### Track usage over the die

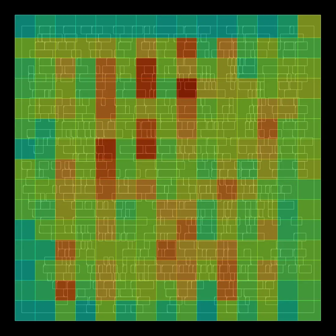
### Metal layers overlaid

Drawn at 3 px/um.
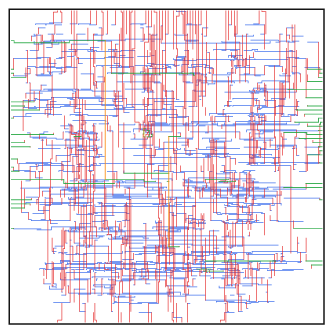
### Register map, names as in the netlist

Drawn at 3 px/um. Other sequential cells in the stronger grey, the rest of the logic in the fainter grey.
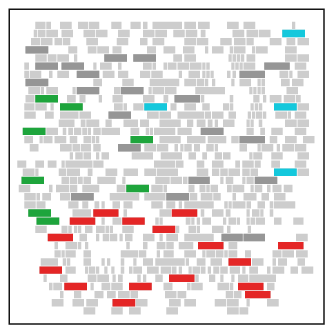
--- config.mk ---
export PLATFORM = sky130hd
export DESIGN_NAME = id_stage_hz
export DESIGN_NICKNAME = d
export VERILOG_FILES = /design/src/rtl/id_stage_hz.sv
export SDC_FILE = /design/constraint.sdc
export NUM_CORES = 1
export LEC_CHECK = 0
export ABC_AREA = 1
export CAP_MARGIN = 20
export CELL_PAD_IN_SITES_DETAIL_PLACEMENT = 0
export CELL_PAD_IN_SITES_GLOBAL_PLACEMENT = 1
export CORE_MARGIN = 2
export CORE_UTILIZATION = 27
export DETAILED_ROUTE_END_ITERATION = 12
export GPL_ROUTABILITY_DRIVEN = 0
export PLACE_DENSITY_LB_ADDON = 0.1
export SETUP_SLACK_MARGIN = 0.5
export SLEW_MARGIN = 20
export SYNTH_ARGS = -nofsm -noshare
export SYNTH_HDL_FRONTEND = slang
export SYNTH_SLANG_ARGS = --single-unit
--- constraint.sdc ---
create_clock -name clk -period 1.4 [get_ports clk]
set_input_delay 0.28 -clock clk [delete_from_list [all_inputs] [get_ports clk]]
set_output_delay 0.28 -clock clk [all_outputs]
set_load 0.01 [all_outputs]
--- src/rtl/id_stage_hz.sv ---
// Decode stage with ID/EX pipeline register, load-use hazard detection,
// flush-over-stall priority, HALT drain sequencer and accepted-instruction counter.
module id_stage_hz #(
  parameter int DATA_WIDTH   = 16,
  parameter int ADDR_WIDTH   = 8,
  parameter int IMM8_WIDTH   = 8,
  parameter int REG_WIDTH    = 4,
  parameter int OP_WIDTH     = 4,
  parameter int DRAIN_CYCLES = 3,
  parameter int CNT_WIDTH    = 16
) (
  input  logic                  clk,
  input  logic                  rst,
  input  logic [ADDR_WIDTH-1:0] pc_d_i,
  input  logic [DATA_WIDTH-1:0] instr_d_i,
  input  logic                  valid_d_i,
  input  logic                  stall_i,
  input  logic                  flush_i,
  output logic [REG_WIDTH-1:0]  rf_r1_o,
  output logic [REG_WIDTH-1:0]  rf_r2_o,
  output logic                  stall_fd_o,
  output logic                  jump_o,
  output logic [IMM8_WIDTH-1:0] jump_addr_o,
  output logic                  valid_e_o,
  output logic [ADDR_WIDTH-1:0] pc_e_o,
  output logic [REG_WIDTH-1:0]  rs_e_o,
  output logic [REG_WIDTH-1:0]  rt_e_o,
  output logic [REG_WIDTH-1:0]  rd_e_o,
  output logic [IMM8_WIDTH-1:0] imm_e_o,
  output logic [8:0]            ctrl_e_o,
  output logic                  illegal_o,
  output logic                  halted_o,
  output logic [CNT_WIDTH-1:0]  instr_cnt_o
);

  localparam int CTRL_W = 9;
  localparam int DCNT_W = (DRAIN_CYCLES > 1) ? $clog2(DRAIN_CYCLES) : 1;

  // Control vector bit positions, MSB first: RegWrite .. Floating
  localparam logic [CTRL_W-1:0] C_REGWRITE = 9'h100;
  localparam logic [CTRL_W-1:0] C_ALUOP    = 9'h080;
  localparam logic [CTRL_W-1:0] C_BRANCH   = 9'h040;
  localparam logic [CTRL_W-1:0] C_MEMREAD  = 9'h020;
  localparam logic [CTRL_W-1:0] C_REGDST   = 9'h010;
  localparam logic [CTRL_W-1:0] C_MEMWRITE = 9'h008;
  localparam logic [CTRL_W-1:0] C_MEMTOREG = 9'h004;
  localparam logic [CTRL_W-1:0] C_MOV      = 9'h002;
  localparam logic [CTRL_W-1:0] C_FLOAT    = 9'h001;

  localparam logic [OP_WIDTH-1:0] OP_ADD  = OP_WIDTH'(1);
  localparam logic [OP_WIDTH-1:0] OP_SUB  = OP_WIDTH'(2);
  localparam logic [OP_WIDTH-1:0] OP_AND  = OP_WIDTH'(3);
  localparam logic [OP_WIDTH-1:0] OP_OR   = OP_WIDTH'(4);
  localparam logic [OP_WIDTH-1:0] OP_LW   = OP_WIDTH'(5);
  localparam logic [OP_WIDTH-1:0] OP_SW   = OP_WIDTH'(6);
  localparam logic [OP_WIDTH-1:0] OP_BEQ  = OP_WIDTH'(7);
  localparam logic [OP_WIDTH-1:0] OP_JMP  = OP_WIDTH'(8);
  localparam logic [OP_WIDTH-1:0] OP_MOV  = OP_WIDTH'(9);
  localparam logic [OP_WIDTH-1:0] OP_FADD = OP_WIDTH'(10);
  localparam logic [OP_WIDTH-1:0] OP_FMUL = OP_WIDTH'(11);
  localparam logic [OP_WIDTH-1:0] OP_ILLC = OP_WIDTH'(12);
  localparam logic [OP_WIDTH-1:0] OP_ILLD = OP_WIDTH'(13);
  localparam logic [OP_WIDTH-1:0] OP_ILLE = OP_WIDTH'(14);
  localparam logic [OP_WIDTH-1:0] OP_HALT = OP_WIDTH'(15);

  typedef enum logic [1:0] {RUN, DRAIN, HALTED} state_t;

  function automatic logic [CTRL_W-1:0] decode_ctrl(input logic [OP_WIDTH-1:0] op);
    logic [CTRL_W-1:0] c;
    c = '0;
    case (op)
      OP_ADD, OP_SUB, OP_AND, OP_OR: c = C_REGWRITE | C_REGDST | C_ALUOP;
      OP_LW:                         c = C_REGWRITE | C_MEMREAD | C_MEMTOREG;
      OP_SW:                         c = C_MEMWRITE;
      OP_BEQ:                        c = C_BRANCH | C_ALUOP;
      OP_MOV:                        c = C_REGWRITE | C_MOV;
      OP_FADD, OP_FMUL:              c = C_REGWRITE | C_REGDST | C_FLOAT;
      default:                       c = '0;
    endcase
    return c;
  endfunction

  function automatic logic is_illegal(input logic [OP_WIDTH-1:0] op);
    return (op == OP_ILLC) || (op == OP_ILLD) || (op == OP_ILLE);
  endfunction

  logic [OP_WIDTH-1:0]   op_p0;
  logic [REG_WIDTH-1:0]  rs_p0, rt_p0, rd_p0;
  logic [IMM8_WIDTH-1:0] imm_p0;
  logic                  lu_p0, run_p0, load_p0, halt_p0;

  logic                  vld_p1;
  logic [ADDR_WIDTH-1:0] pc_p1;
  logic [REG_WIDTH-1:0]  rs_p1, rt_p1, rd_p1;
  logic [IMM8_WIDTH-1:0] imm_p1;
  logic [CTRL_W-1:0]     ctrl_p1;
  logic                  illegal_p1;
  logic [CNT_WIDTH-1:0]  cnt_p1;
  state_t                state_p1;
  logic [DCNT_W-1:0]     drain_p1;

  // ---- ID stage (p0): field slicing, hazard and acceptance decisions ----
  assign op_p0  = instr_d_i[DATA_WIDTH-1 -: OP_WIDTH];
  assign rs_p0  = instr_d_i[3*REG_WIDTH-1 -: REG_WIDTH];
  assign rt_p0  = instr_d_i[2*REG_WIDTH-1 -: REG_WIDTH];
  assign rd_p0  = instr_d_i[REG_WIDTH-1:0];
  assign imm_p0 = instr_d_i[IMM8_WIDTH-1:0];

  // A load in EX whose destination (rt) feeds either source of the ID instruction
  assign lu_p0   = valid_d_i & vld_p1 & (|(ctrl_p1 & C_MEMREAD)) &
                   ((rt_p1 == rs_p0) | (rt_p1 == rt_p0));
  assign run_p0  = (state_p1 == RUN);
  assign halt_p0 = valid_d_i & run_p0 & (op_p0 == OP_HALT) & ~flush_i & ~stall_i & ~lu_p0;
  assign load_p0 = valid_d_i & run_p0 & ~flush_i & ~stall_i & ~lu_p0 &
                   (op_p0 != OP_HALT) & (op_p0 != OP_JMP);

  assign rf_r1_o     = rs_p0;
  assign rf_r2_o     = rt_p0;
  assign stall_fd_o  = lu_p0 | stall_i | (state_p1 == HALTED);
  assign jump_o      = valid_d_i & (op_p0 == OP_JMP) & ~flush_i & ~lu_p0 & ~stall_i & run_p0;
  assign jump_addr_o = imm_p0;

  // ---- ID/EX register (p1) ----
  // ID/EX slot: flush bubbles, stall holds, otherwise load or bubble
  always_ff @(posedge clk) begin
    if (rst || flush_i) begin
      vld_p1  <= 1'b0;
      pc_p1   <= '0;
      rs_p1   <= '0;
      rt_p1   <= '0;
      rd_p1   <= '0;
      imm_p1  <= '0;
      ctrl_p1 <= '0;
    end else if (!stall_i) begin
      vld_p1  <= load_p0;
      pc_p1   <= load_p0 ? pc_d_i : '0;
      rs_p1   <= load_p0 ? rs_p0 : '0;
      rt_p1   <= load_p0 ? rt_p0 : '0;
      rd_p1   <= load_p0 ? rd_p0 : '0;
      imm_p1  <= load_p0 ? imm_p0 : '0;
      ctrl_p1 <= load_p0 ? decode_ctrl(op_p0) : '0;
    end
  end

  // Illegal-opcode pulse and accepted-instruction counter
  always_ff @(posedge clk) begin
    if (rst) begin
      illegal_p1 <= 1'b0;
      cnt_p1     <= '0;
    end else begin
      illegal_p1 <= load_p0 & is_illegal(op_p0);
      if (load_p0) cnt_p1 <= cnt_p1 + CNT_WIDTH'(1);
    end
  end

  // HALT sequencer: drain the pipe for DRAIN_CYCLES unstalled cycles, then halt
  always_ff @(posedge clk) begin
    if (rst) begin
      state_p1 <= RUN;
      drain_p1 <= '0;
    end else begin
      case (state_p1)
        RUN: begin
          if (halt_p0) begin
            state_p1 <= DRAIN;
            drain_p1 <= DCNT_W'(DRAIN_CYCLES - 1);
          end
        end
        DRAIN: begin
          if (flush_i) begin
            state_p1 <= RUN;
            drain_p1 <= '0;
          end else if (!stall_i) begin
            if (drain_p1 == '0) state_p1 <= HALTED;
            else                drain_p1 <= drain_p1 - DCNT_W'(1);
          end
        end
        HALTED:  state_p1 <= HALTED;
        default: state_p1 <= RUN;
      endcase
    end
  end

  assign valid_e_o   = vld_p1;
  assign pc_e_o      = pc_p1;
  assign rs_e_o      = rs_p1;
  assign rt_e_o      = rt_p1;
  assign rd_e_o      = rd_p1;
  assign imm_e_o     = imm_p1;
  assign ctrl_e_o    = ctrl_p1;
  assign illegal_o   = illegal_p1;
  assign halted_o    = (state_p1 == HALTED);
  assign instr_cnt_o = cnt_p1;

endmodule

==> results.sh <==
# implementation run metrics
export IMPL_hp_class="input port to flip-flop"
export IMPL_setup_viol=47
export IMPL_powerClk_uw=963
export IMPL_pwr_share_comb=0.225
export IMPL_endpoint="jump_o"
export IMPL_p_seq_uw=1420
export IMPL_ys_area_mm2=0.00272
export IMPL_wl_met1_um=4450
export IMPL_r2r_start="state_p1[1]"
export IMPL_path_buffers=2
export IMPL_power_switching_uw=833
export IMPL_ios=103
export IMPL_clock_fmax_mhz=610
export IMPL_critical_path_slowest_cell="dfxtp_4"
export IMPL_warning_count=32
export IMPL_antenna_found_initial=0
export IMPL_whs_path_depth=3
export IMPL_drive_above_1_share=0.652
export IMPL_drt_iter0_drc=79
export IMPL_regArea_mm2=0.00109
export IMPL_dieHeight_um=104
export IMPL_largest_reg_flops=16
export IMPL_p_comb_uw=693
export IMPL_top_logic_kind="simple AND/OR/NAND/NOR gates"
export IMPL_cp_arrival_ns=1.36
export IMPL_comb_share=0.332
export IMPL_inverters=41
export IMPL_antenna_cells=0
export IMPL_grt_pass1_wl_um=15300
export IMPL_final_cells=717
export IMPL_hold_end="imm_e_o[3]"
export IMPL_ir_drop_mv=0.420
export IMPL_pre_cts_slack_ns=-0.798
export IMPL_critical_path_class="flip-flop to output port"
export IMPL_pwr_share_clk=0.313
export IMPL_synth_xor_area_share=0.0225
export IMPL_coreArea_mm2=0.00977
export IMPL_yosys_cells=398
export IMPL_hold_viol_final=0
export IMPL_top_cell_area_share=0.368
export IMPL_largestClassByArea="non-clock buffers"
export IMPL_grt_max_degree=30
export IMPL_yosys_area_top_type="dfxtp_1"
export IMPL_ys_seq_frac=0.368
export IMPL_met2_length_um=4730
export IMPL_regToRegEndpoint="ctrl_e_o[8]"
export IMPL_status="complete, but fails checks"
export IMPL_drcViolationCount=0
export IMPL_area_leaders="dfxtp_1 (37%), nand2_1 (17%), buf_4 (8.3%), a21oi_1 (8.1%), nor2_1 (4.8%)"
export IMPL_netlist_instances=398
export IMPL_ctsHoldBuffers=0
export IMPL_placed_area_mm2=0.00430
export IMPL_finalWorstSetupSlack_ns=-0.240
export IMPL_synthFlopType="dfxtp_1"
export IMPL_synthArstFlopShare=0
export IMPL_clock_buffers=8
export IMPL_worst_slew_pin_slew_ns=0.346
export IMPL_grt_pass1_vias=3050
export IMPL_finalCritPeriodShare=1.17
export IMPL_n_tap_cell=133
export IMPL_use_met3=0.0351
export IMPL_final_cell_mix="buf_6 (109), nand2_1 (84), buf_4 (63)"
export IMPL_synth_area_per_cell_um2=6.84
export IMPL_slowest_delay_ns=0.38
export IMPL_rows=36
export IMPL_ys_sh_mux=0
export IMPL_ys_sh_simple=0.315
export IMPL_power_leakage_uw=0.00264
export IMPL_fin_skew_ns=0.00715
export IMPL_violations="negative setup slack"
export IMPL_placement_io_buffers=102
export IMPL_yosysWarnings=0
export IMPL_synth_area_mm2=0.00272
export IMPL_yosysUniqueCellTypes=31
export IMPL_nNonClkBuffers=216
export IMPL_reg2reg_depth=11
export IMPL_met2_usage=0.293
export IMPL_swShare=0.271
export IMPL_total_power_uw=3080
export IMPL_vias=3152
export IMPL_crit_required_ns=1.12
export IMPL_worstHoldStart="instr_d_i[3]"
export IMPL_nonClkBufAreaFrac=0.402
export IMPL_cp_startpoint="rt_e_o[2]"
export IMPL_insertion_delay_ns=0.30
export IMPL_hold_slack_ns=0.219
export IMPL_seqPwrFrac=0.462
export IMPL_h_tree_depth=2
export IMPL_placedCellCount=659
export IMPL_seq_cell_count=50
export IMPL_synth_nets=434
export IMPL_route_met3_wl_um=403
export IMPL_routed_wl_um=9670
export IMPL_cts_root_buf="clkbuf_8"
export IMPL_path_cells="inv_2 -> nand2_1 -> nand2_1 -> nor2_1 -> nand2_1 -> nand2_2 -> nand2_4 -> nand2_2 -> nor2_2 -> buf_2"
export IMPL_numSynthFlops=50
export IMPL_synthAoiAreaFrac=0.108
export IMPL_top_power_group="sequential cells"
export IMPL_area_growth_synth_to_final_pct=110
export IMPL_slew_violations=0
export IMPL_fillers=937
export IMPL_numCtsBuffers=5
export IMPL_critPathMaxFanout=4
export IMPL_cts_tree="built"
export IMPL_cp_depth=10
export IMPL_fin_area_mm2=0.00572
export IMPL_maxSlewHeadroom=0.768
export IMPL_crit_path_frequent_cell="nand2_1"
export IMPL_path_clk_slew_ns=0.09
export IMPL_min_period_ns=1.64
export IMPL_p_int_uw=2240
export IMPL_lay_top_count="buf_6"
export IMPL_dr_pass1_iters=4
export IMPL_rsz0062_at_grt="true"
export IMPL_maxCapViolCount=0
export IMPL_floorplanUtilization=0.278
export IMPL_dieWidth_um=104
export IMPL_ys_sh_adder=0.0322
export IMPL_grt_ovfl_total=0
export IMPL_top_layer="met4"
export IMPL_layout_nets=619
export IMPL_viasPerCell=4.40
export IMPL_critPathLaunchType="flip-flop"
export IMPL_edf_count=0
export IMPL_num_multi_input_gates=269
export IMPL_die_area_mm2=0.0109
Notes on 'Track usage over the die' above:
global routing's busiest layer: met2
met1 usage: 0.228
Core Util, Final: 0.585
WL per Instance: 13.5 um
gr usage total: 0.174

Notes on 'Metal layers overlaid' above:
layer	colour	wire length
metal 2	red	4730 um
metal 3	green	404 um
metal 1	blue	4450 um
metal 4	orange	85.7 um

Notes on 'Register map, names as in the netlist' above:
name in the netlist	colour	flops
ctrl_e_o	green	8
rs_e_o	cyan	4
instr_cnt_o	red	16
not coloured	22

[synth_stat cells, types with 2 or more instances]
library cell	number
a21oi_1	44
nor2_1	35
nand3b_1	2
nand3_1	18
o211ai_1	2
o21ai_1	6
xnor2_1	2
nand4_1	3
ha_1	7
inv_1	31
dfxtp_1	50
inv_2	9
buf_4	30
nand2_1	120
nor3_1	8
xor2_1	5
nor2_2	3
clkbuf_1	4
nand3_2	4
nand2_2	2
buf_2	3
[timing repair]
action	CTS	global route
buffers inserted	28	15
endpoints found under the setup margin	124	112
cloned	7	0
gates resized	568	70
pin swaps	21	25
[logic make-up after synthesis]
| logic type | count (synthesis) |
|---|---|
| and+or+nand+nor | 199 |
| buffers and inverters | 79 |
| AOI/OAI and AO/OA | 56 |
| DFF | 50 |
| xor gates and xnor gates | 7 |
| adders and majority gates | 7 |
